## src/rtl/depacketizer_4_serial_if.sv

```systemverilog
// Flit ingress and word egress bundle for depacketizer_4_serial.
// slave: the depacketizer; master: NoC egress port plus consumer side.
interface depacketizer_4_serial_if #(
    parameter int unsigned ADDRESS_WIDTH    = 4,
    parameter int unsigned VC_ADDRESS_WIDTH = 1,
    parameter int unsigned WIDTH_PKT        = 36,
    parameter int unsigned WIDTH_DATA       = 12
);
    localparam int unsigned F = WIDTH_PKT / 4;

    logic [F-1:0]                flit_in;
    logic                        ready_out;
    logic [WIDTH_DATA-1:0]       data_out;
    logic [ADDRESS_WIDTH-1:0]    dst_out;
    logic [VC_ADDRESS_WIDTH-1:0] vc_out;
    logic                        valid_out;
    logic                        ready_in;

    modport slave (
        input  flit_in,
        input  ready_in,
        output ready_out,
        output data_out,
        output dst_out,
        output vc_out,
        output valid_out
    );

    modport master (
        output flit_in,
        output ready_in,
        input  ready_out,
        input  data_out,
        input  dst_out,
        input  vc_out,
        input  valid_out
    );
endinterface

```

## src/rtl/depacketizer_4_serial.sv

```systemverilog
// Receive-side depacketizer: checks head/tail framing of incoming NoC flits,
// strips headers and padding, and reassembles the data word for a consumer.
// Optional macro DEPKT_VC_CHECK_EN: drop packets whose body flit vc differs
// from the vc latched from the head flit.
module depacketizer_4_serial #(
    parameter int unsigned ADDRESS_WIDTH    = 4,
    parameter int unsigned VC_ADDRESS_WIDTH = 1,
    parameter int unsigned WIDTH_PKT        = 36,
    parameter int unsigned WIDTH_DATA       = 12
) (
    input  logic                  clk,
    input  logic                  rst,
    depacketizer_4_serial_if.slave bus,
    output logic                  err_out,
    output logic [7:0]            drop_cnt
);
    localparam int unsigned F       = WIDTH_PKT / 4;
    localparam int unsigned P1      = F - 3 - ADDRESS_WIDTH - VC_ADDRESS_WIDTH;
    localparam int unsigned P       = F - 3 - VC_ADDRESS_WIDTH;
    localparam int unsigned REM     = (WIDTH_DATA > P1) ? (WIDTH_DATA - P1) : 0;
    localparam int unsigned N_FLITS = 1 + (REM + P - 1) / P;
    // Shift buffer holds every payload slot; padding of the last flit lands at its LSBs.
    localparam int unsigned W_BUF   = P1 + (N_FLITS - 1) * P;
    localparam int unsigned IDX_W   = $clog2(N_FLITS + 1);

    typedef enum logic [1:0] {
        S_IDLE = 2'd0,
        S_BODY = 2'd1,
        S_HOLD = 2'd2
    } state_t;

    state_t state, state_next, head_next;

    logic [F-1:0]                flit;
    logic                        f_valid, f_head, f_tail;
    logic [VC_ADDRESS_WIDTH-1:0] f_vc;
    logic [ADDRESS_WIDTH-1:0]    f_dst;
    logic [P1-1:0]               f_head_pl;
    logic [P-1:0]                f_body_pl;

    logic                        ready_c, acc, body_last, vc_ok;
    logic                        head_c, body_c, done_c, drop_c;
    logic [W_BUF-1:0]            buf_q, buf_c;
    logic [WIDTH_DATA-1:0]       word_c;
    logic [IDX_W-1:0]            idx_q;
    logic [VC_ADDRESS_WIDTH-1:0] vc_q;
    logic [ADDRESS_WIDTH-1:0]    dst_q;

    logic [WIDTH_DATA-1:0]       data_q;
    logic [ADDRESS_WIDTH-1:0]    dst_out_q;
    logic [VC_ADDRESS_WIDTH-1:0] vc_out_q;
    logic                        valid_q;

    // Flit field decode, MSB first: valid, head, tail, vc, dst, payload.
    assign flit      = bus.flit_in;
    assign f_valid   = flit[F-1];
    assign f_head    = flit[F-2];
    assign f_tail    = flit[F-3];
    assign f_vc      = flit[F-4 -: VC_ADDRESS_WIDTH];
    assign f_dst     = flit[F-4-VC_ADDRESS_WIDTH -: ADDRESS_WIDTH];
    assign f_head_pl = flit[P1-1:0];
    assign f_body_pl = flit[P-1:0];

    // Backpressure only while a finished word waits for the consumer.
    assign ready_c       = (state != S_HOLD) | bus.ready_in;
    assign bus.ready_out = ready_c;
    assign acc           = f_valid & ready_c;

    assign body_last = (32'(idx_q) + 32'd1) == 32'(N_FLITS);
    assign head_next = (N_FLITS == 1) ? (f_tail ? S_HOLD : S_IDLE) : S_BODY;

`ifdef DEPKT_VC_CHECK_EN
    assign vc_ok = (f_vc == vc_q);
`else
    assign vc_ok = 1'b1;
`endif

    // Head loads the buffer; each body flit shifts its full payload slot in.
    assign buf_c  = head_c ? W_BUF'(f_head_pl) : W_BUF'({buf_q, f_body_pl});
    assign word_c = buf_c[W_BUF-1 -: WIDTH_DATA];

    // State register.
    always_ff @(posedge clk) begin
        if (rst) begin
            state <= S_IDLE;
        end else begin
            state <= state_next;
        end
    end

    // Next-state decode.
    always_comb begin
        state_next = state;
        case (state)
            S_IDLE: begin
                if (acc && f_head) begin
                    state_next = head_next;
                end
            end
            S_BODY: begin
                if (acc) begin
                    if (f_head) begin
                        state_next = head_next;
                    end else if (!vc_ok || (f_tail != body_last)) begin
                        state_next = S_IDLE;
                    end else if (f_tail) begin
                        state_next = S_HOLD;
                    end
                end
            end
            S_HOLD: begin
                if (bus.ready_in) begin
                    state_next = (acc && f_head) ? head_next : S_IDLE;
                end
            end
            default: state_next = S_IDLE;
        endcase
    end

    // Datapath strobes: head load, body store, word complete, packet drop.
    always_comb begin
        head_c = 1'b0;
        body_c = 1'b0;
        done_c = 1'b0;
        drop_c = 1'b0;
        case (state)
            S_IDLE, S_HOLD: begin
                if (acc) begin
                    if (f_head) head_c = 1'b1;
                    else        drop_c = 1'b1;
                end
            end
            S_BODY: begin
                if (acc) begin
                    if (f_head) begin
                        drop_c = 1'b1;
                        head_c = 1'b1;
                    end else if (!vc_ok || (f_tail != body_last)) begin
                        drop_c = 1'b1;
                    end else begin
                        body_c = 1'b1;
                        done_c = f_tail;
                    end
                end
            end
            default: ;
        endcase
        // Single-flit packets complete on the head itself.
        if (head_c && (N_FLITS == 1)) begin
            if (f_tail) done_c = 1'b1;
            else        drop_c = 1'b1;
        end
    end

    // Reassembly registers, registered outputs and drop accounting.
    always_ff @(posedge clk) begin
        if (rst) begin
            buf_q     <= '0;
            idx_q     <= '0;
            vc_q      <= '0;
            dst_q     <= '0;
            data_q    <= '0;
            dst_out_q <= '0;
            vc_out_q  <= '0;
            valid_q   <= 1'b0;
            err_out   <= 1'b0;
            drop_cnt  <= 8'd0;
        end else begin
            if (head_c) begin
                vc_q  <= f_vc;
                dst_q <= f_dst;
                idx_q <= IDX_W'(1);
            end else if (body_c) begin
                idx_q <= idx_q + IDX_W'(1);
            end
            if (head_c || body_c) begin
                buf_q <= buf_c;
            end
            if (done_c) begin
                data_q    <= word_c;
                dst_out_q <= head_c ? f_dst : dst_q;
                vc_out_q  <= head_c ? f_vc  : vc_q;
            end
            valid_q <= (state_next == S_HOLD);
            err_out <= drop_c;
            if (drop_c && (drop_cnt != 8'hFF)) begin
                drop_cnt <= drop_cnt + 8'd1;
            end
        end
    end

    assign bus.data_out  = data_q;
    assign bus.dst_out   = dst_out_q;
    assign bus.vc_out    = vc_out_q;
    assign bus.valid_out = valid_q;

endmodule
```

## src/flat_wrapper.sv

```systemverilog
// flat-port wrapper written by rule: the top's interface ports become plain ports
module depacketizer_4_serial_flat 
#(
    parameter int unsigned ADDRESS_WIDTH    = 4,
    parameter int unsigned VC_ADDRESS_WIDTH = 1,
    parameter int unsigned WIDTH_PKT        = 36,
    parameter int unsigned WIDTH_DATA       = 12
)
  (clk, rst, err_out, drop_cnt, bus_flit_in, bus_ready_in, bus_ready_out, bus_data_out, bus_dst_out, bus_vc_out, bus_valid_out);
  depacketizer_4_serial_if #(.ADDRESS_WIDTH(ADDRESS_WIDTH), .VC_ADDRESS_WIDTH(VC_ADDRESS_WIDTH), .WIDTH_PKT(WIDTH_PKT), .WIDTH_DATA(WIDTH_DATA)) bus_i ();
  input  logic clk;
  input  logic rst;
  output logic err_out;
  output logic [7:0] drop_cnt;
  input wire logic [$bits(bus_i.flit_in)-1:0] bus_flit_in;
  input wire logic [$bits(bus_i.ready_in)-1:0] bus_ready_in;
  output wire logic [$bits(bus_i.ready_out)-1:0] bus_ready_out;
  output wire logic [$bits(bus_i.data_out)-1:0] bus_data_out;
  output wire logic [$bits(bus_i.dst_out)-1:0] bus_dst_out;
  output wire logic [$bits(bus_i.vc_out)-1:0] bus_vc_out;
  output wire logic [$bits(bus_i.valid_out)-1:0] bus_valid_out;
  assign bus_i.flit_in = bus_flit_in;
  assign bus_i.ready_in = bus_ready_in;
  assign bus_ready_out = bus_i.ready_out;
  assign bus_data_out = bus_i.data_out;
  assign bus_dst_out = bus_i.dst_out;
  assign bus_vc_out = bus_i.vc_out;
  assign bus_valid_out = bus_i.valid_out;
  depacketizer_4_serial #(.ADDRESS_WIDTH(ADDRESS_WIDTH), .VC_ADDRESS_WIDTH(VC_ADDRESS_WIDTH), .WIDTH_PKT(WIDTH_PKT), .WIDTH_DATA(WIDTH_DATA)) u_core (.clk(clk), .rst(rst), .bus(bus_i), .err_out(err_out), .drop_cnt(drop_cnt));
endmodule
```

## config.mk

```make
export PLATFORM = sky130hd
export DESIGN_NAME = depacketizer_4_serial_flat
export DESIGN_NICKNAME = d
export VERILOG_FILES = /design/src/rtl/depacketizer_4_serial_if.sv /design/src/rtl/depacketizer_4_serial.sv /design/src/flat_wrapper.sv
export SDC_FILE = /design/constraint.sdc
export NUM_CORES = 1
export LEC_CHECK = 0
export ABC_CLOCK_PERIOD_IN_PS = 3660
export CORE_MARGIN = 3
export CORE_UTILIZATION = 53
export CTS_CLUSTER_DIAMETER = 80
export DETAILED_ROUTE_END_ITERATION = 7
export PLACE_DENSITY = 0.91
export SYNTH_ARGS = -nofsm -noshare
export SYNTH_HDL_FRONTEND = slang
export SYNTH_SLANG_ARGS = --single-unit
```

## constraint.sdc

```tcl
create_clock -name clk -period 3.66 [get_ports clk]
set_clock_uncertainty 0.05 [all_clocks]
set_input_delay 0.366 -clock clk [delete_from_list [all_inputs] [get_ports clk]]
set_output_delay 0.366 -clock clk [all_outputs]
set_load 0.05 [all_outputs]
```

==> flow_summary.json <==
{
  "async_flop_share_pct": 0,
  "worstSkewPairLatency_ns": 0.37,
  "synthCells": 220,
  "flop_cell": "dfxtp_1",
  "tool_warnings": 26,
  "drive_gt1_share_pct": 4.69,
  "final_nets": 270,
  "holdPathEnd": "u_core.bus.data_out[11]",
  "cp-end-kind": "output port",
  "drv_slew": 0,
  "grt_pass1_wl_um": 6780,
  "drt-pass1-iter-count": 4,
  "hold_viol_final": 0,
  "ys_sh_xor_pct": 0.921,
  "critPathLaunch": "bus_ready_in",
  "clk_pin_slew_ns": 0.15,
  "design.core.area_um2": 3390,
  "tightest_slew_ns": 0.739,
  "min_from": "u_core.bus.data_out[11]",
  "synth-edff-count": 0,
  "yosys-stat-area_um2": 1900,
  "mux_share_pct": 3.16,
  "required_ns": 3.24,
  "fp_nets": 235,
  "timing.final.crit_share_pct": 65.6,
  "synthAoiAreaFrac_pct": 18.6,
  "finalCriticalPeriod_ns": 2.40,
  "worstPathArrival_ns": 1.99,
  "timing.critical_path.to": "bus_ready_out",
  "outcome": "finished clean",
  "critPathLaunchType": "primary input",
  "first_global_vias": 1597,
  "syn_area_per_cell_um2": 8.64,
  "cts-root-buf": "clkbuf_4",
  "r2r_end": "u_core.drop_cnt[3]",
  "hold_class": "reg -> reg",
  "final_common_cell": "nand2_1",
  "syn_area_um2": 1900,
  "r2r-start": "u_core.idx_q[0]",
  "fa_ha_area_share_pct": 1.97,
  "fin_setup_tns_ns": 0,
  "drc": 0,
  "cap_violations": 0,
  "rsz0062_at_grt": "false",
  "lay_top_cells": "53 x nand2_1, 48 x dfxtp_1, 39 x clkdlybuf4s50_1",
  "total_power_w": 0.000941,
  "grt_start_max_net_pins": 35,
  "cts.sinks": 48,
  "antenna_cells": 0,
  "cts_tree": "done",
  "clockBufferDepth": 2,
  "drtIter0Drc": 109,
  "fp_util_pct": 56.1,
  "grt_usage_pct": 19.9,
  "simple_gate_area_share_pct": 21.7,
  "viasPerCell": 5.48,
  "place.gp.congestion": 0.764,
  "htree_levels": 2,
  "ys_warn_count": 0,
  "die-height_um": 65.9,
  "io_pins": 40,
  "die_area_um2": 4340,
  "numSynthFlops": 48,
  "ys_cells": 220,
  "cts_resized": 0,
  "fmax_mhz": 416,
  "setup_viol": 0,
  "holdPathStages": 2,
  "slew_headroom_pct": 50.7,
  "powerDensity_nw_per_um2": 393,
  "ys_types": 33,
  "ys_seq_share_pct": 50.5,
  "postRouteAntennaNets": 0,
  "post_cts_buffers": 0,
  "layout-area-overhead-vs-synth_pct": 25.9,
  "r2r_slack_ns": 1.39,
  "p_leak_nw": 0.820,
  "numCtsBuffers": 5,
  "antenna_found_initial": 0,
  "cts_hold_buffers": 0,
  "rr_worst_depth": 7,
  "crit_fanout": 3,
  "num_rows": 21,
  "synthTopLogicFamily": "simple AND/OR/NAND/NOR gates",
  "ir_drop_uv": 260,
  "grt_overflow": 0,
  "vias": 1656,
  "hpwl_um": 2740,
  "path_class": "in -> out",
  "die_x_um": 65.9,
  "io_buffers": 39,
  "wl_um": 4000
}
-- flip-flops by register name, summed over array words and instances (netlist names) --
| name | flops |
|---|---|
| u_core.bus.data_out | 12 |
| u_core.buf_q | 11 |
| u_core.drop_cnt | 8 |
| u_core.bus.dst_out | 4 |
| u_core.dst_q | 4 |
| u_core.idx_q | 3 |
| u_core.state | 2 |
| u_core.bus.valid_out | 1 |
| u_core.bus.vc_out | 1 |
| u_core.err_out | 1 |
| u_core.vc_q | 1 |
-- layout make-up --
cell class	count	area [um2]
well taps	46	57.6
inverters	2	7.51
repair buffers	40	398
flip-flops and latches	48	961
clock buffers	6	51.3
multi-input cells	158	881
fillers	253	995
clock inverters	2	38.8
-- layer usage --
| layer | wire length [um] | vias to the layer above | track usage (%) |
|---|---|---|---|
| met5 | 0 | - | 0 |
| met4 | 69 | 0 | 9.59 |
| met3 | 142 | 7 | 3.91 |
| met2 | 1970 | 34 | 33.2 |
| met1 | 1820 | 783 | 24.3 |
| li1 | - | 832 | - |
-- power by group --
part	internal [W]	total, W	leakage (nW)	switching [W]
logic	0.0000291	0.0000701	0.384	0.0000410
clock network	0.000164	0.000334	0.0484	0.000171
registers	0.000530	0.000536	0.388	0.00000607
total	0.000723	0.000941	0.820	0.000218
-- stage by stage --
stage | area [um2] | hold WS (ns) | cells | util (%) | setup slack, ns
floorplan | 1900 | 0.385 | 220 | - | 1.69
global placement | 2300 | 0.387 | 294 | 68.0 | 1.28
detailed placement | 2300 | 0.393 | 294 | 68.0 | 1.25
CTS | 2390 | 0.412 | 302 | 70.7 | 1.24
global route | 2390 | 0.445 | 302 | 70.7 | 1.17
finish | 2390 | 0.410 | 302 | 70.7 | 1.26
-- Yosys cell counts (2+ instances only) --
master	instances	share of area (%)
nand4_1	4	1.3
inv_1	2	0.39
nand2b_1	6	2.0
and2_1	2	0.66
o41ai_1	2	0.92
ha_1	3	2.0
nand2_1	53	10
o31ai_1	2	0.79
nor2_1	15	3.0
nand3_1	3	0.79
a211oi_1	5	2.0
clkbuf_1	6	1.2
buf_2	6	1.6
mux2i_1	6	3.2
dfxtp_1	48	51
a21oi_1	33	8.7
or4_1	2	0.79
o311ai_0	2	0.92
o21ai_0	5	1.3
or3_1	2	0.66
-- worst max-delay path, stage by stage --
cell and delay, ns:
clkdlybuf4s50_1 0.47, nand2b_1 0.17, nand2b_1 0.16, clkdlybuf4s50_1 0.81
-- cells by family (layout without fill, tap and decap cells) --
logic type	after synthesis	in the layout
AOI/OAI and AO/OA	55	55
adders and majority gates	3	3
and+or+nand+nor	92	92
DFF	48	48
muxes	6	6
xor gates and xnor gates	2	2
buffers and inverters	14	50
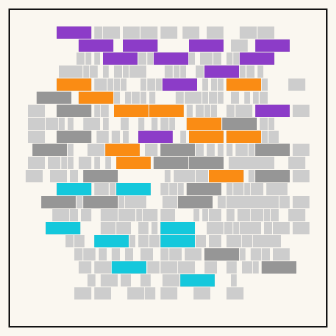
*Where the registers sit*
- `u_core.buf_q`: orange (placed flops 11)
- `u_core.bus.data_out`: purple (placed flops 12)
- `u_core.drop_cnt`: cyan (placed flops 8)

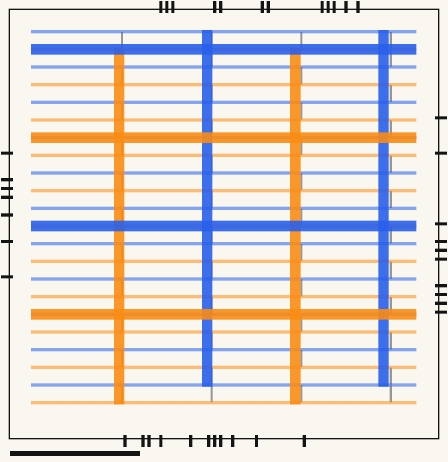
*Floorplan with the power grid*
Scale bar: 20 um. Pins as bars on the die edge. Tap cells in grey.
- VDD: blue
- VSS: orange
- tap cells: 46
- met1 rails: 22
- met5 straps: 4
- rows: 21

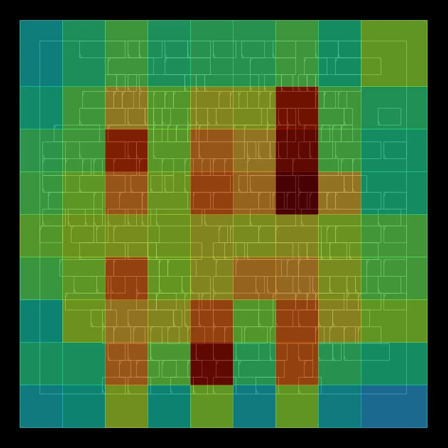
*Track usage over the die*
global routing usage on met2: 33.2%
Core Util, Final: 70.7%
drt wl/cell: 13.2 um

No activity file was given, so power comes from the tool's default toggle rates.
